==> images/drive_strength.png <==
Drawn at 4 px/um.
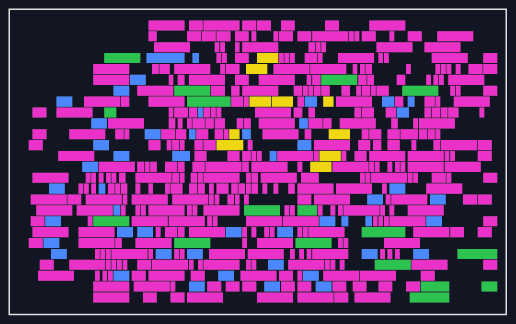
==> images/met3.png <==
Drawn at 4 px/um.
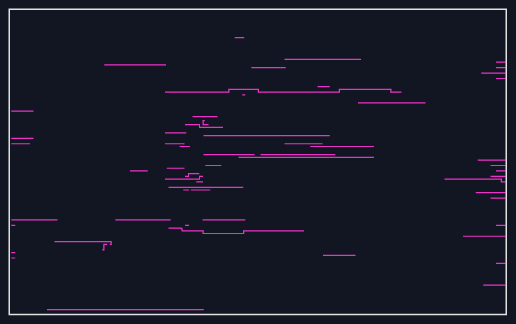
==> images/registers.png <==
Drawn at 4 px/um. Other sequential cells in the stronger gray, the rest of the logic in the fainter gray.
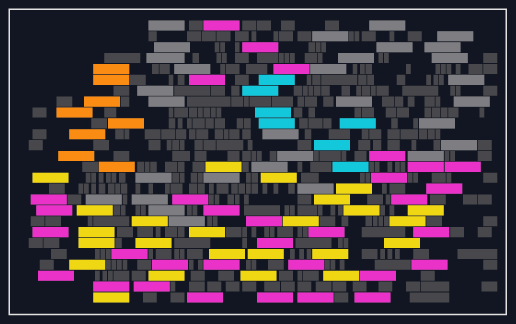
==> images/final_clocks.png <==
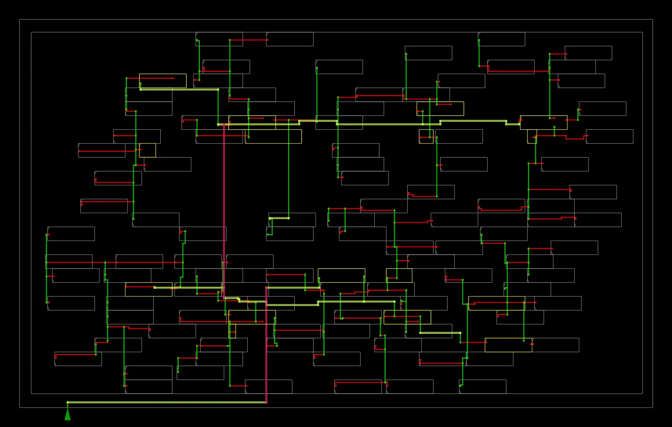
==> images/wire_density.png <==
Drawn at 4 px/um. The die is cut into 25 by 15 equal tiles; black is low, pale yellow is high, scaled to the fullest tile. Values are wire area over tile area, all layers added.
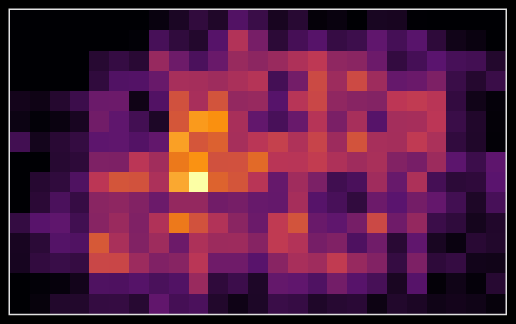
===== src/rtl/imem_loader.sv =====
// -----------------------------------------------------------------------------
// imem_loader
//
// Boot-time program loader. It receives a framed byte stream over a valid/ready
// handshake, assembles big-endian 32-bit words and writes them to consecutive
// word addresses of the instruction RAM. The core is held in reset until a
// frame has been loaded and its XOR checksum verified.
//
// Frame: N[15:8], N[7:0], 4*N payload bytes (MSB first per word), checksum
// byte (XOR of payload bytes only, seeded with 0x00).
//
// Ports:
//   clk        in   system clock, rising edge
//   reset      in   asynchronous reset, active low
//   start      in   restart request, honoured only in DONE or ERR
//   in_valid   in   in_byte carries a byte
//   in_byte    in   stream byte [7:0]
//   in_ready   out  loader can take a byte (combinational from state)
//   im_we      out  instruction RAM write strobe, one cycle per word
//   im_addr    out  instruction RAM word address [ADDR_W-1:0]
//   im_wd      out  instruction RAM write data [31:0]
//   cpu_reset  out  active-high core reset, low only after a good load
//   done       out  load succeeded (level)
//   error      out  load failed (level)
// -----------------------------------------------------------------------------
module imem_loader #(
  parameter int ADDR_W = 6
) (
  input  logic              clk,
  input  logic              reset,
  input  logic              start,
  input  logic              in_valid,
  input  logic [7:0]        in_byte,
  output logic              in_ready,
  output logic              im_we,
  output logic [ADDR_W-1:0] im_addr,
  output logic [31:0]       im_wd,
  output logic              cpu_reset,
  output logic              done,
  output logic              error
);

  // State encoding kept as plain constants so the register can be probed and
  // compared against numeric values in older tooling.
  localparam logic [2:0] S_HDR0 = 3'd0;
  localparam logic [2:0] S_HDR1 = 3'd1;
  localparam logic [2:0] S_DATA = 3'd2;
  localparam logic [2:0] S_CHK  = 3'd3;
  localparam logic [2:0] S_DONE = 3'd4;
  localparam logic [2:0] S_ERR  = 3'd5;

  // Largest legal word count; one bit wider than a 16-bit N so that
  // 2**ADDR_W itself is representable for any ADDR_W up to 15.
  localparam logic [16:0] MAX_WORDS = 17'd1 << ADDR_W;

  // ---------------------------------------------------------------------------
  // State
  // ---------------------------------------------------------------------------
  logic [2:0]        state_q,    state_d;
  logic [7:0]        n_hi_q,     n_hi_d;      // N[15:8], held until HDR1
  logic [ADDR_W:0]   n_q,        n_d;         // validated N, fits after HDR1
  logic [ADDR_W:0]   word_cnt_q, word_cnt_d;  // words written so far
  logic [1:0]        byte_cnt_q, byte_cnt_d;  // byte position within word
  logic [23:0]       word_q,     word_d;      // first three bytes of a word
  logic [7:0]        csum_q,     csum_d;
  logic              im_we_q,    im_we_d;
  logic [ADDR_W-1:0] im_addr_q,  im_addr_d;
  logic [31:0]       im_wd_q,    im_wd_d;
  logic              cpu_reset_q, cpu_reset_d;
  logic              done_q,     done_d;
  logic              error_q,    error_d;

  logic              accept;
  logic [15:0]       n_full;
  logic [ADDR_W:0]   word_cnt_inc;

  // ---------------------------------------------------------------------------
  // Handshake
  // ---------------------------------------------------------------------------
  // in_ready is combinational so a byte can be taken every cycle. Gating with
  // the reset input keeps it low during reset regardless of the state value.
  always_comb begin
    in_ready = 1'b0;
    if (reset) begin
      case (state_q)
        S_HDR0, S_HDR1, S_DATA, S_CHK: in_ready = 1'b1;
        default:                       in_ready = 1'b0;
      endcase
    end
  end

  assign accept       = in_valid & in_ready;
  assign n_full       = {n_hi_q, in_byte};
  assign word_cnt_inc = word_cnt_q + {{ADDR_W{1'b0}}, 1'b1};

  // ---------------------------------------------------------------------------
  // Next-state logic
  // ---------------------------------------------------------------------------
  // NOTE: every signal assigned here gets a default first, so no path can
  // leave a value unassigned and infer a latch.
  always_comb begin
    state_d    = state_q;
    n_hi_d     = n_hi_q;
    n_d        = n_q;
    word_cnt_d = word_cnt_q;
    byte_cnt_d = byte_cnt_q;
    word_d     = word_q;
    csum_d     = csum_q;
    im_we_d    = 1'b0;
    im_addr_d  = im_addr_q;
    im_wd_d    = im_wd_q;

    case (state_q)
      S_HDR0: begin
        if (accept) begin
          n_hi_d  = in_byte;
          state_d = S_HDR1;
        end
      end

      S_HDR1: begin
        if (accept) begin
          n_d = n_full[ADDR_W:0];
          if ({1'b0, n_full} > MAX_WORDS) begin
            state_d = S_ERR;
          end else if (n_full == 16'd0) begin
            state_d = S_CHK;
          end else begin
            state_d = S_DATA;
          end
        end
      end

      S_DATA: begin
        if (accept) begin
          csum_d     = csum_q ^ in_byte;
          byte_cnt_d = byte_cnt_q + 2'd1;
          word_d     = {word_q[15:0], in_byte};
          if (byte_cnt_q == 2'd3) begin
            // Fourth byte completes the word: write it at the running index.
            im_we_d    = 1'b1;
            im_addr_d  = word_cnt_q[ADDR_W-1:0];
            im_wd_d    = {word_q, in_byte};
            word_cnt_d = word_cnt_inc;
            if (word_cnt_inc == n_q) begin
              state_d = S_CHK;
            end
          end
        end
      end

      S_CHK: begin
        if (accept) begin
          state_d = (in_byte == csum_q) ? S_DONE : S_ERR;
        end
      end

      S_DONE, S_ERR: begin
        if (start) begin
          state_d    = S_HDR0;
          csum_d     = 8'h00;
          word_cnt_d = '0;
          byte_cnt_d = 2'd0;
        end
      end

      default: begin
        // Unreachable encodings fall back to a clean frame start.
        state_d    = S_HDR0;
        csum_d     = 8'h00;
        word_cnt_d = '0;
        byte_cnt_d = 2'd0;
      end
    endcase

    // Status outputs are registered copies of where the FSM is heading, so
    // they change in the same cycle the state does.
    done_d      = (state_d == S_DONE);
    error_d     = (state_d == S_ERR);
    cpu_reset_d = (state_d != S_DONE);
  end

  // ---------------------------------------------------------------------------
  // Registers
  // ---------------------------------------------------------------------------
  // NOTE: state is updated with non-blocking assignments so every register
  // samples the pre-edge values, independent of statement order.
  always_ff @(posedge clk or negedge reset) begin
    if (!reset) begin
      state_q     <= S_HDR0;
      n_hi_q      <= 8'h00;
      n_q         <= '0;
      word_cnt_q  <= '0;
      byte_cnt_q  <= 2'd0;
      word_q      <= 24'h000000;
      csum_q      <= 8'h00;
      im_we_q     <= 1'b0;
      im_addr_q   <= '0;
      im_wd_q     <= 32'h0000_0000;
      cpu_reset_q <= 1'b1;
      done_q      <= 1'b0;
      error_q     <= 1'b0;
    end else begin
      state_q     <= state_d;
      n_hi_q      <= n_hi_d;
      n_q         <= n_d;
      word_cnt_q  <= word_cnt_d;
      byte_cnt_q  <= byte_cnt_d;
      word_q      <= word_d;
      csum_q      <= csum_d;
      im_we_q     <= im_we_d;
      im_addr_q   <= im_addr_d;
      im_wd_q     <= im_wd_d;
      cpu_reset_q <= cpu_reset_d;
      done_q      <= done_d;
      error_q     <= error_d;
    end
  end

  assign im_we     = im_we_q;
  assign im_addr   = im_addr_q;
  assign im_wd     = im_wd_q;
  assign cpu_reset = cpu_reset_q;
  assign done      = done_q;
  assign error     = error_q;

endmodule


===== config.mk =====
export PLATFORM = sky130hd
export DESIGN_NAME = imem_loader
export DESIGN_NICKNAME = d
export VERILOG_FILES = /design/src/rtl/imem_loader.sv
export SDC_FILE = /design/constraint.sdc
export NUM_CORES = 1
export LEC_CHECK = 0
export CORE_ASPECT_RATIO = 0.6
export CORE_MARGIN = 2
export CORE_UTILIZATION = 50
export DETAILED_ROUTE_END_ITERATION = 10
export GPL_TIMING_DRIVEN = 0
export PLACE_DENSITY = 0.78
export SLEW_MARGIN = 5
export SYNTH_ARGS = -nofsm -noshare
export SYNTH_HDL_FRONTEND = slang
export SYNTH_SLANG_ARGS = --single-unit

===== constraint.sdc =====
create_clock -name clk -period 2.4 [get_ports clk]
set_input_delay 0.36 -clock clk [delete_from_list [all_inputs] [get_ports clk]]
set_output_delay 0.36 -clock clk [all_outputs]
set_load 0.02 [all_outputs]

==> flow_summary.toml <==
# generated from flow reports
[finish]
antenna_cells = 0
nFillCells = 672
drive_gt1_frac = 0.159
finalNonFillerCells = 590
utilization = 0.640

[final_timing]
setup_viol = 0
slew_headroom = 0.637
finalHoldViolCount = 0
max_freq_ghz = 0.462

[worst_setup_path]
cp.required_ns = 2.64
cp_max_fo = 10

[yosys]
yosysSeqAreaShare = 0.586
async_flop_share = 1.00

[placement]
gp_congestion = 0.858
port_buffers = 53

[global_route]
grt.overflow.total = 0

[power_and_ir_drop]
irDropWorstVdd_mv = 0.424
p_per_area_nw_per_um2 = 781
fin_total_pwr_mw = 4.23

[detailed_routing]
vias = 3193

[cts]
cts_max_level = 3
clockBufferDepth = 2

[run_status]
status = "finished, final reports clean"
-- drive_strength.png (at the start) --
Key: drive 3 to 4 = yellow [cells 10, share 2.1%]; drive 1 or less = magenta [cells 402, share 84%]; drive 6 and up = green [cells 17, share 3.6%]; drive 2 = blue [cells 49, share 10%]

-- met3.png (at the start) --
48 nets have wire on it. The wires run mostly horizontal. The longest straight run is 38.9 um.

-- registers.png (at the start) --
Key: `im_wd` = magenta [placed flops 32, where all over the die]; `word_q` = yellow [placed flops 24]; `n_hi_q` = orange [placed flops 8]; `n_q` = cyan [placed flops 7]
Another 30 sequential cells are not colored.

-- final_clocks.png (at the start) --
Power Clock: 1.56 mW
clock skew: 0.00663 ns
seq_cells: 101
CTS Buf Count: 9
Late-Pin Clk Latency: 0.35 ns

-- wire_density.png (at the start) --
The densest ninth of the die: center. 10% of the tiles are over half the peak. The emptiest ninth of the die: upper left. 12% of the tiles are nearly empty.

layout by cell type (no fill, tap or decap), types with 3 or more instances in the layout:
cell type	Yosys	final
o21ai_0	27	27
clkbuf_1	10	11
xnor2_1	6	6
clkdlybuf4s50_1	0	52
dfrtp_1	100	100
nor4_1	5	4
or3_1	3	3
nand2_1	132	132
nand3_1	4	4
nand4_1	5	5
xor2_1	9	9
mux2i_1	3	3
nor2b_1	3	3
nor2_1	5	5
clkbuf_16	0	9
buf_2	7	7
and2_1	3	3
a21oi_1	5	5
mux2_2	32	32
mux2_4	7	7
worst max-delay path, cell delays in order, from the launching register on:
cell	delay, ns
dfrtp_1	0.38
buf_2	0.19
nor3b_4	0.32
nand3_2	0.21
nor4_1	0.40
nand4_1	0.29
and3_1	0.27
final cells by class:
type	instances	area share
sequential	101	0.467
multi-input combinational	279	0.313
timing repair buffer	58	0.116
clock buffer	11	0.0448
tap	112	0.0259
buffer	20	0.0162
clock inverter	5	0.0150
inverter	4	0.00277
what timing repair did:
| action | in CTS | in global routing |
|---|---|---|
| setup endpoints to repair | 2 | 2 |
| resized | 1 | 2 |
| gates cloned | 0 | 0 |
| hold buffers | 4 | 0 |
| endpoints found under the hold margin | 53 | 0 |
state kept, by name (all words and copies together), names as in the netlist:
| register | count |
|---|---|
| im_we | 1 |
| csum_q | 8 |
| byte_cnt_q | 2 |
| cpu_reset | 1 |
| word_cnt_q | 7 |
| im_wd | 32 |
| im_addr | 6 |
| done | 1 |
| error | 1 |
| n_hi_q | 8 |
| word_q | 24 |
| n_q | 7 |
| state_q | 3 |
worst max path at each step:
stage	from	to	slack, ns	depth (start not counted)
2_1_floorplan	word_cnt_q[1]	done	0.64	7
4_1_cts	state_q[2]	done	0.16	6
3_5_place_dp	reset	done	-0.38	7
5_1_grt	state_q[2]	done	0.06	6
6_report	state_q[2]	done	0.23	6
3_3_place_gp	reset	n_hi_q[4]	-3.57	5
cells by family after synthesis:
family,synth area share
flops,0.586
simple gates,0.181
fa+ha+maj,0.00580
buf+inv,0.0238
xor+xnor,0.0305
mux,0.115
compound gates,0.0577
synth_stat cells (all sizes together), types with 3 or more instances:
library cell  count  area, um^2
nand2           132         495
or3               3        18.8
nor4              5        31.3
nand3             5        30.0
inv               3        11.3
nand4             5        31.3
xnor2             6        52.6
dfrtp           100        2500
and2              3        18.8
nor2b             3        18.8
clkbuf           10        37.5
o21ai            28         140
mux2             39         465
xor2              9        78.8
buf              10        50.1
nor2              6        25.0
mux2i             3        30.0
a21oi             5        25.0
routing by layer:
layer | wire length, um | global-route usage | vias to the layer above
li1 | - | - | 1495
met3 | 553 | 0.0715 | 9
met2 | 4330 | 0.321 | 92
met5 | 0 | 0 | -
met4 | 79 | 0.0573 | 0
met1 | 4590 | 0.326 | 1597
per-stage QoR:
stage               setup WS, ns  area [um^2]
floorplan                  0.644         4310
global placement           -3.57         4980
detailed placement        -0.376         5010
CTS                        0.164         5400
global route              0.0638         5420
finish                     0.233         5420
report_power, final:
group	internal, mW	total (mW)	switching [mW]
Combinational	0.343	0.630	0.286
Clock	0.944	1.56	0.621
Sequential	1.89	2.03	0.144
Total	3.18	4.23	1.05
Power and IR drop assume default switching activity.
